### Placed standard cells

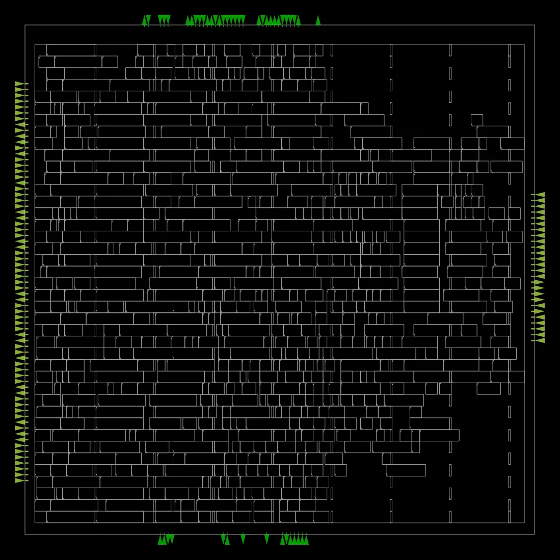
### Metal 3

Scale: 3 px per µm.
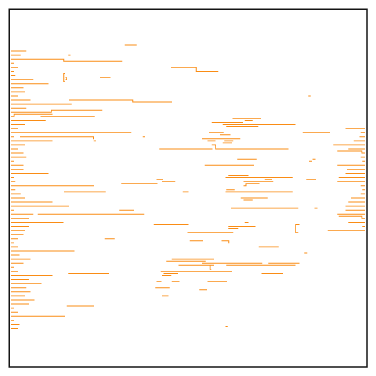
### Signal wires on met2

Scale: 2 px per µm.
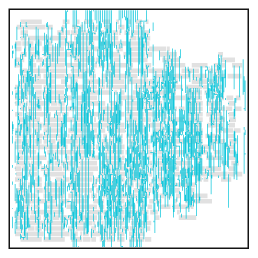
### Signal wires on met1

Scale: 3 px per µm. Supply wires on this layer in gray.
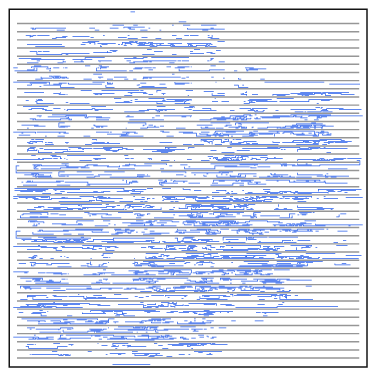
### The metal 4 layer

Scale: 3 px per µm. Supply wires on this layer in gray.
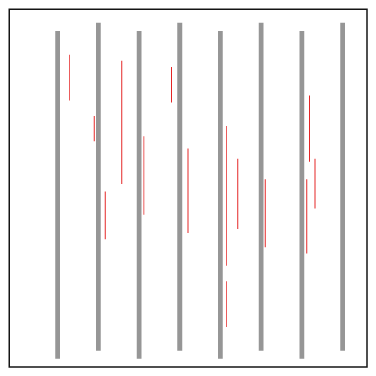
**src/rtl/wb_port_arbiter_pkg.sv**
```systemverilog
// Shared types for the register-file write-port arbiter: data width, register
// index type and the write-request record carried by both result sources.
package wb_port_arbiter_pkg;

  localparam int XLEN = 32;

  typedef logic [4:0] regnum_t;

  typedef struct packed {
    logic            wen;
    regnum_t         wnum;
    logic [XLEN-1:0] wdata;
  } wb_req_t;

  typedef enum logic [1:0] {
    SRC_IDLE,
    SRC_PIPE,
    SRC_FIFO,
    SRC_LR
  } wb_src_e;

  // A request only touches the register file when enabled and not aimed at x0.
  function automatic logic is_live(input wb_req_t req);
    return req.wen && (req.wnum != '0);
  endfunction

endpackage

```
**src/rtl/wb_port_arbiter_if.sv**
```systemverilog
// Bus bundle between the WB stage / long-latency source / decoder / register
// file (master side) and the write-port arbiter (slave side).
interface wb_port_arbiter_if;
  import wb_port_arbiter_pkg::*;

  logic            pipe_wen;
  regnum_t         pipe_wnum;
  logic [XLEN-1:0] pipe_wdata;
  logic            pipe_stall;

  logic            lr_valid;
  logic            lr_ready;
  regnum_t         lr_wnum;
  logic [XLEN-1:0] lr_wdata;

  logic            sb_set;
  regnum_t         sb_set_num;

  regnum_t         rs1_num;
  regnum_t         rs2_num;
  regnum_t         rd_num;
  logic            rs1_busy;
  logic            rs2_busy;
  logic            rd_busy;

  logic            rf_wen;
  regnum_t         rf_wnum;
  logic [XLEN-1:0] rf_wdata;

  modport slave (
    input  pipe_wen, pipe_wnum, pipe_wdata,
    output pipe_stall,
    input  lr_valid, lr_wnum, lr_wdata,
    output lr_ready,
    input  sb_set, sb_set_num,
    input  rs1_num, rs2_num, rd_num,
    output rs1_busy, rs2_busy, rd_busy,
    output rf_wen, rf_wnum, rf_wdata
  );

  modport master (
    output pipe_wen, pipe_wnum, pipe_wdata,
    input  pipe_stall,
    output lr_valid, lr_wnum, lr_wdata,
    input  lr_ready,
    output sb_set, sb_set_num,
    output rs1_num, rs2_num, rd_num,
    input  rs1_busy, rs2_busy, rd_busy,
    input  rf_wen, rf_wnum, rf_wdata
  );

endinterface

```
**src/rtl/wb_result_fifo.sv**
```systemverilog
// Small synchronous FIFO of write requests with a combinational head so the
// arbiter can grant the oldest buffered result in the cycle it is visible.
module wb_result_fifo
  import wb_port_arbiter_pkg::*;
#(
  parameter int DEPTH = 2
) (
  input  logic    clk,
  input  logic    rst_n,
  input  logic    push,
  input  wb_req_t push_data,
  input  logic    pop,
  output wb_req_t head,
  output logic    full,
  output logic    empty
);

  localparam int AW = $clog2(DEPTH);

  // Pointers carry one wrap bit so full and empty are distinguishable.
  logic [AW:0] wr_ptr_reg;
  logic [AW:0] rd_ptr_reg;
  wb_req_t     mem_reg [0:DEPTH-1];
  logic        push_ok;
  logic        pop_ok;

  assign empty   = (wr_ptr_reg == rd_ptr_reg);
  assign full    = (wr_ptr_reg[AW] != rd_ptr_reg[AW]) &&
                   (wr_ptr_reg[AW-1:0] == rd_ptr_reg[AW-1:0]);
  assign pop_ok  = pop && !empty;
  assign push_ok = push && (!full || pop_ok);
  assign head    = mem_reg[rd_ptr_reg[AW-1:0]];

  always_ff @(posedge clk or negedge rst_n) begin
    if (!rst_n) begin
      wr_ptr_reg <= '0;
      rd_ptr_reg <= '0;
    end else begin
      if (push_ok) wr_ptr_reg <= wr_ptr_reg + (AW+1)'(1);
      if (pop_ok)  rd_ptr_reg <= rd_ptr_reg + (AW+1)'(1);
    end
  end

  always_ff @(posedge clk) begin
    if (push_ok) mem_reg[wr_ptr_reg[AW-1:0]] <= push_data;
  end

endmodule

```
**src/rtl/wb_port_arbiter.sv**
```systemverilog
// Register-file write-port arbiter: pipeline WB vs. buffered long-latency
// results, with starvation guard and pending-register scoreboard. WB_BYPASS_EN
// enables a zero-latency path for long-latency results when the port is free.
module wb_port_arbiter
  import wb_port_arbiter_pkg::*;
#(
  parameter int DEPTH      = 2,
  parameter int STARVE_MAX = 4
) (
  input  logic              clk,
  input  logic              rst_n,
  wb_port_arbiter_if.slave  bus
);

  localparam int CW = $clog2(STARVE_MAX + 1);

  wb_req_t         pipe_req;
  wb_req_t         lr_req;
  wb_req_t         fifo_head;
  wb_req_t         sel_req;
  wb_src_e         src;
  logic            fifo_full;
  logic            fifo_empty;
  logic            fifo_push;
  logic            fifo_pop;
  logic            bypass_ok;
  logic            rf_write;
  logic            lr_clr;
  regnum_t         rf_wnum;
  logic [CW-1:0]   starve_reg;
  logic [CW-1:0]   starve_next;
  logic            force_reg;
  logic            force_next;
  logic [31:0]     pend_reg;
  logic [31:0]     pend_next;

  assign pipe_req = '{wen: bus.pipe_wen, wnum: bus.pipe_wnum, wdata: bus.pipe_wdata};
  assign lr_req   = '{wen: bus.lr_valid, wnum: bus.lr_wnum,   wdata: bus.lr_wdata};

  wb_result_fifo #(.DEPTH(DEPTH)) u_fifo (
    .clk       (clk),
    .rst_n     (rst_n),
    .push      (fifo_push),
    .push_data (lr_req),
    .pop       (fifo_pop),
    .head      (fifo_head),
    .full      (fifo_full),
    .empty     (fifo_empty)
  );

`ifdef WB_BYPASS_EN
  assign bypass_ok = fifo_empty && bus.lr_valid && !force_reg;
`else
  assign bypass_ok = 1'b0;
`endif

  // Grant priority: forced drain, then pipeline, then buffered result, then bypass.
  always_comb begin
    src = SRC_IDLE;
    if (rst_n) begin
      if (force_reg && !fifo_empty)  src = SRC_FIFO;
      else if (is_live(pipe_req))    src = SRC_PIPE;
      else if (!fifo_empty)          src = SRC_FIFO;
      else if (bypass_ok)            src = SRC_LR;
    end
  end

  always_comb begin
    sel_req = '0;
    case (src)
      SRC_PIPE: sel_req = pipe_req;
      SRC_FIFO: sel_req = fifo_head;
      SRC_LR:   sel_req = lr_req;
      default:  sel_req = '0;
    endcase
  end

  assign rf_write      = is_live(sel_req);
  assign rf_wnum       = rf_write ? sel_req.wnum : '0;
  assign bus.rf_wen    = rf_write;
  assign bus.rf_wnum   = rf_wnum;
  assign bus.rf_wdata  = rf_write ? sel_req.wdata : '0;

  assign lr_clr        = rf_write && ((src == SRC_FIFO) || (src == SRC_LR));
  assign fifo_pop      = (src == SRC_FIFO);
  assign fifo_push     = rst_n && bus.lr_valid && !fifo_full && (src != SRC_LR);
  assign bus.lr_ready  = !fifo_full;
  assign bus.pipe_stall = force_reg && !fifo_empty;

  always_comb begin
    starve_next = starve_reg;
    if (fifo_pop || fifo_empty)
      starve_next = '0;
    else if ((src == SRC_PIPE) && (starve_reg != CW'(STARVE_MAX)))
      starve_next = starve_reg + CW'(1);

    force_next = force_reg;
    if (fifo_pop)
      force_next = 1'b0;
    else if (starve_next == CW'(STARVE_MAX))
      force_next = 1'b1;
  end

  // Per-register pending bits; a new issue wins over a same-cycle retirement.
  for (genvar gi = 0; gi < 32; gi++) begin : g_pend
    if (gi == 0) begin : g_x0
      assign pend_next[gi] = 1'b0;
    end else begin : g_xn
      assign pend_next[gi] = (bus.sb_set && (bus.sb_set_num == 5'(gi))) ||
                             (pend_reg[gi] && !(lr_clr && (rf_wnum == 5'(gi))));
    end
  end

  assign bus.rs1_busy = pend_reg[bus.rs1_num];
  assign bus.rs2_busy = pend_reg[bus.rs2_num];
  assign bus.rd_busy  = pend_reg[bus.rd_num];

  always_ff @(posedge clk or negedge rst_n) begin
    if (!rst_n) begin
      starve_reg <= '0;
      force_reg  <= 1'b0;
      pend_reg   <= '0;
    end else begin
      starve_reg <= starve_next;
      force_reg  <= force_next;
      pend_reg   <= pend_next;
    end
  end

endmodule
```
**src/flat_wrapper.sv**
```systemverilog
// flat-port wrapper written by rule: the top's interface ports become plain ports
module wb_port_arbiter_flat import wb_port_arbiter_pkg::*;
#(
  parameter int DEPTH      = 2,
  parameter int STARVE_MAX = 4
)
  (clk, rst_n, bus_pipe_wen, bus_pipe_wnum, bus_pipe_wdata, bus_pipe_stall, bus_lr_valid, bus_lr_wnum, bus_lr_wdata, bus_lr_ready, bus_sb_set, bus_sb_set_num, bus_rs1_num, bus_rs2_num, bus_rd_num, bus_rs1_busy, bus_rs2_busy, bus_rd_busy, bus_rf_wen, bus_rf_wnum, bus_rf_wdata);
  wb_port_arbiter_if bus_i ();
  input  logic clk;
  input  logic rst_n;
  input wire logic [$bits(bus_i.pipe_wen)-1:0] bus_pipe_wen;
  input wire logic [$bits(bus_i.pipe_wnum)-1:0] bus_pipe_wnum;
  input wire logic [$bits(bus_i.pipe_wdata)-1:0] bus_pipe_wdata;
  output wire logic [$bits(bus_i.pipe_stall)-1:0] bus_pipe_stall;
  input wire logic [$bits(bus_i.lr_valid)-1:0] bus_lr_valid;
  input wire logic [$bits(bus_i.lr_wnum)-1:0] bus_lr_wnum;
  input wire logic [$bits(bus_i.lr_wdata)-1:0] bus_lr_wdata;
  output wire logic [$bits(bus_i.lr_ready)-1:0] bus_lr_ready;
  input wire logic [$bits(bus_i.sb_set)-1:0] bus_sb_set;
  input wire logic [$bits(bus_i.sb_set_num)-1:0] bus_sb_set_num;
  input wire logic [$bits(bus_i.rs1_num)-1:0] bus_rs1_num;
  input wire logic [$bits(bus_i.rs2_num)-1:0] bus_rs2_num;
  input wire logic [$bits(bus_i.rd_num)-1:0] bus_rd_num;
  output wire logic [$bits(bus_i.rs1_busy)-1:0] bus_rs1_busy;
  output wire logic [$bits(bus_i.rs2_busy)-1:0] bus_rs2_busy;
  output wire logic [$bits(bus_i.rd_busy)-1:0] bus_rd_busy;
  output wire logic [$bits(bus_i.rf_wen)-1:0] bus_rf_wen;
  output wire logic [$bits(bus_i.rf_wnum)-1:0] bus_rf_wnum;
  output wire logic [$bits(bus_i.rf_wdata)-1:0] bus_rf_wdata;
  assign bus_i.pipe_wen = bus_pipe_wen;
  assign bus_i.pipe_wnum = bus_pipe_wnum;
  assign bus_i.pipe_wdata = bus_pipe_wdata;
  assign bus_pipe_stall = bus_i.pipe_stall;
  assign bus_i.lr_valid = bus_lr_valid;
  assign bus_i.lr_wnum = bus_lr_wnum;
  assign bus_i.lr_wdata = bus_lr_wdata;
  assign bus_lr_ready = bus_i.lr_ready;
  assign bus_i.sb_set = bus_sb_set;
  assign bus_i.sb_set_num = bus_sb_set_num;
  assign bus_i.rs1_num = bus_rs1_num;
  assign bus_i.rs2_num = bus_rs2_num;
  assign bus_i.rd_num = bus_rd_num;
  assign bus_rs1_busy = bus_i.rs1_busy;
  assign bus_rs2_busy = bus_i.rs2_busy;
  assign bus_rd_busy = bus_i.rd_busy;
  assign bus_rf_wen = bus_i.rf_wen;
  assign bus_rf_wnum = bus_i.rf_wnum;
  assign bus_rf_wdata = bus_i.rf_wdata;
  wb_port_arbiter #(.DEPTH(DEPTH), .STARVE_MAX(STARVE_MAX)) u_core (.clk(clk), .rst_n(rst_n), .bus(bus_i));
endmodule
```
**config.mk**
```make
export PLATFORM = sky130hd
export DESIGN_NAME = wb_port_arbiter_flat
export DESIGN_NICKNAME = d
export VERILOG_FILES = /design/src/rtl/wb_port_arbiter_pkg.sv /design/src/rtl/wb_port_arbiter_if.sv /design/src/rtl/wb_result_fifo.sv /design/src/rtl/wb_port_arbiter.sv /design/src/flat_wrapper.sv
export SDC_FILE = /design/constraint.sdc
export NUM_CORES = 1
export LEC_CHECK = 0
export CORE_MARGIN = 2
export CORE_UTILIZATION = 45
export CTS_BUF_LIST = sky130_fd_sc_hd__clkbuf_8 sky130_fd_sc_hd__clkbuf_16
export DETAILED_ROUTE_END_ITERATION = 16
export GPL_TIMING_DRIVEN = 1
export PLACE_DENSITY = 0.79
export SETUP_SLACK_MARGIN = 0.02
export SYNTH_ARGS = -nofsm -noshare
export SYNTH_HDL_FRONTEND = slang
export SYNTH_SLANG_ARGS = --single-unit
```
**constraint.sdc**
```tcl
create_clock -name clk -period 3.55 [get_ports clk]
set_clock_uncertainty 0.2 [all_clocks]
set_input_delay 0.8875 -clock clk [delete_from_list [all_inputs] [get_ports clk]]
set_output_delay 0.8875 -clock clk [all_outputs]
set_load 0.02 [all_outputs]
```
==> results.py <==
# Auto-generated metrics
metrics = {
    "setup_path": {
        "worstSetupEndpointType": "output pin",
        "critPathLaunchType": "primary input",
        "timing.setup.critical_path_class": "primary input to output pin",
        "arrival_ps": 2720,
        "worst_setup_path_startpoint": "bus_pipe_wnum[3]",
        "path_max_fanout": 7,
        "timing.critical_path.required_ps": 2460,
    },
    "power": {
        "p_total_mw": 6.05,
        "p_leak_nw": 3.39,
        "power_per_cell_area_mw_per_mm2": 677,
        "peakVddDrop_mv": 0.457,
    },
    "grt": {
        "number_of_antenna_violations_at_the_first_check_in_global_routing": 0,
        "grt_remaining_overflow": 0,
        "grt_use_met3_pct": 7.53,
        "global_route.usage.met1_pct": 28.6,
        "top_usage_layer": "met2",
        "globalRouteTotalUtil_pct": 25.4,
        "largest_net_degree_at_the_start_of_global_routing": 39,
        "grt_pass1_wl_mm": 27.4,
    },
    "flow_run": {
        "cap_viol_max_count": 0,
        "stage_log_warnings": 30,
    },
    "synthesis": {
        "yosys.stat.seqShare_pct": 55.0,
        "edf_count": 76,
        "synth_stat.cells": 471,
        "synth_top_cell_by_area": "sky130_fd_sc_hd__edfxtp_1",
        "ys_ff": 115,
        "yosysChipArea_mm2": 0.00593,
        "yosys_warnings": 0,
        "average_cell_area_after_synthesis_um2": 12.6,
        "async_reset_ff_share_pct": 33.9,
        "netlist_area_mm2": 0.00593,
        "netlist.area_leader.share_pct": 38.5,
        "synth.net_count": 572,
        "netlist_instances": 471,
        "netlist-cell-type-count": 46,
        "synth.top_cells.by_area": "sky130_fd_sc_hd__edfxtp_1 (39%), sky130_fd_sc_hd__dfrtp_1 (16%), sky130_fd_sc_hd__mux4_2 (10%)",
    },
    "cells_and_area": {
        "clkCellAreaFrac_pct": 6.35,
        "final_cells": 859,
        "design.seq.count": 115,
        "mi_logic_area_mm2": 0.00286,
        "area_share_nonclk_buffers_pct": 22.4,
        "non_clock_buffer_count": 208,
        "area_delta_synth_final_pct": 50.6,
        "num-multi-input-gates": 325,
        "post_layout_inst_area_mm2": 0.00893,
        "layout.cells.largest_class": "flip-flops and latches",
        "layout.area.seq_mm2": 0.00326,
        "fin_nets": 775,
        "num-nonclk-inverters": 7,
        "drive_gt1_share_pct": 35.1,
    },
    "routing": {
        "wl_met2_mm": 9.36,
        "wl_per_cell_um": 20.3,
        "drtPass1Iterations": 5,
        "drc_errors": 0,
        "met1_layer_wirelength_in_the_final_routing_mm": 6.40,
        "post_drt_via_cell_ratio": 5.72,
        "topRoutingLayerUsed": "met4",
        "drt_first_iter_violations": 423,
    },
    "place": {
        "globalplace.congestion": 0.915,
        "pre_cts_ws_ps": -1040,
        "post-dp-hpwl_mm": 11.9,
        "post_dp_cell_area_mm2": 0.00815,
    },
    "clock_network": {
        "post_cts.resized_instances": 281,
        "hold_buffers": 0,
        "clkSinkCount": 115,
        "number_of_buffers_created_by_cts": 17,
        "cts.reportedPaths.clkPinSlew_ps": 50,
        "postCtsSetupBuffers": 8,
        "cts_tree": "done",
        "clk-insertion-delay-late_ps": 410,
    },
    "timing": {
        "hold_viol": 0,
        "finalSetupViolations": 37,
        "finalSetupTns_ps": -7250,
        "timing_worst_slew_pin_value_ps": 529,
        "grt_setup_unrepaired": "true",
        "timing.final.crit_share_pct": 107,
        "setup_ws_ps": -253,
        "final_max_tran_viols": 0,
        "timing.final.crit_period_ps": 3800,
        "max_slew_margin_pct": 64.7,
    },
    "floorplanning": {
        "taps": 172,
        "die_height_um": 119,
        "row_count": 41,
        "pin_count": 142,
        "fp_util_pct": 46.6,
    },
    "status": {
        "run_status": "finished, violations left",
        "failed_checks": "negative setup slack",
    },
    "worst_hold_path": {
        "min_path_type": "primary input to asynchronous set/reset pin",
    },
}
## Picture notes: 'Placed standard cells'
Layout fillers: 900
area of the core: 0.0127 mm²
share of cell area taken by flip-flops and latches: 36.5%
utilization after layout: 70.2%

## Picture notes: 'Metal 3'
wire length on this layer: 1320 µm
longest straight run: 39.8 µm
share of all routed wire: 7.6%
main direction: horizontal
overall via count from detail_route: 4911
routed wire length: 17.4 mm

## Picture notes: 'Signal wires on met2'
main direction: vertical
longest straight run: 78.5 µm
wire length on this layer: 9360 µm
global routing met2 resource utilization: 45.4%

## Picture notes: 'Signal wires on met1'
longest straight run: 36.3 µm
main direction: horizontal
nets with wire on the layer: 695
share of all routed wire: 37%
wire length on this layer: 6400 µm

## Picture notes: 'The metal 4 layer'
main direction: vertical
nets with wire on the layer: 11

==> kinds of logic after synthesis <==
| group | Yosys count | share of synthesized area, % |
|---|---|---|
| muxes | 73 | 18.2 |
| adders and majority gates | 2 | 0.422 |
| AOI/OAI and AO/OA | 125 | 13.4 |
| and+or+nand+nor | 116 | 9.44 |
| buffers and inverters | 31 | 2.13 |
| DFF | 115 | 55.0 |
| xor gates and xnor gates | 9 | 1.46 |
==> critical path, stage by stage <==
cell and delay (ps):
sky130_fd_sc_hd__buf_6 90, sky130_fd_sc_hd__or4_4 560, sky130_fd_sc_hd__o21a_4 250, sky130_fd_sc_hd__nor2_4 90, sky130_fd_sc_hd__o211ai_1 100, sky130_fd_sc_hd__buf_4 170, sky130_fd_sc_hd__buf_8 140, sky130_fd_sc_hd__buf_12 150
sky130_fd_sc_hd__o21ai_2 140, sky130_fd_sc_hd__buf_6 140
==> cell usage in the layout (no fill, tap or decap), types with 18 or more instances in the layout <==
master / instances
sky130_fd_sc_hd__clkdlybuf4s50_1: 89
sky130_fd_sc_hd__o21ai_0: 38
sky130_fd_sc_hd__nand2_1: 53
sky130_fd_sc_hd__mux4_2: 27
sky130_fd_sc_hd__o31ai_1: 18
sky130_fd_sc_hd__edfxtp_1: 76
sky130_fd_sc_hd__mux2i_1: 39
sky130_fd_sc_hd__o21ai_2: 18
sky130_fd_sc_hd__dfrtp_1: 38
sky130_fd_sc_hd__buf_4: 57
sky130_fd_sc_hd__buf_6: 36
==> worst paths after layout <==
kind / endpoint / slack [ps] / cells after the start
max: bus_rf_wdata[24] / -250 / 10
min: u_core.u_fifo.wr_ptr_reg[0]$_DFFE_PN0P_ / 240 / 2
max reg2reg: u_core.pend_reg[4]$_DFF_PN0_ / 600 / 11
min reg2reg: u_core.pend_reg[7]$_DFF_PN0_ / 340 / 2
max in group asynchronous: u_core.pend_reg[4]$_DFF_PN0_ / 2290 / 3
min in group clk: u_core.pend_reg[7]$_DFF_PN0_ / 340 / 2
==> report_power, final <==
group / internal (mW) / total, mW / switching [mW] / leakage [nW]
Combinational: 1.17 / 2.45 / 1.28 / 1.96
Sequential: 1.75 / 1.97 / 0.217 / 1.15
Clock: 1.02 / 1.63 / 0.607 / 0.272
Total: 3.94 / 6.05 / 2.10 / 3.39
==> synthesized netlist by cell type, types with 7 or more instances <==
| cell type | instances |
|---|---|
| sky130_fd_sc_hd__clkbuf_1 | 16 |
| sky130_fd_sc_hd__a21oi_1 | 8 |
| sky130_fd_sc_hd__mux4_2 | 27 |
| sky130_fd_sc_hd__o31ai_1 | 18 |
| sky130_fd_sc_hd__nand3_1 | 8 |
| sky130_fd_sc_hd__o21ai_1 | 10 |
| sky130_fd_sc_hd__nand2_1 | 55 |
| sky130_fd_sc_hd__nand2b_1 | 7 |
| sky130_fd_sc_hd__dfrtp_1 | 39 |
| sky130_fd_sc_hd__mux2i_1 | 39 |
| sky130_fd_sc_hd__edfxtp_1 | 76 |
| sky130_fd_sc_hd__nor2_1 | 17 |
| sky130_fd_sc_hd__mux2_2 | 7 |
| sky130_fd_sc_hd__o21ai_0 | 71 |
Power and IR drop assume default switching activity.
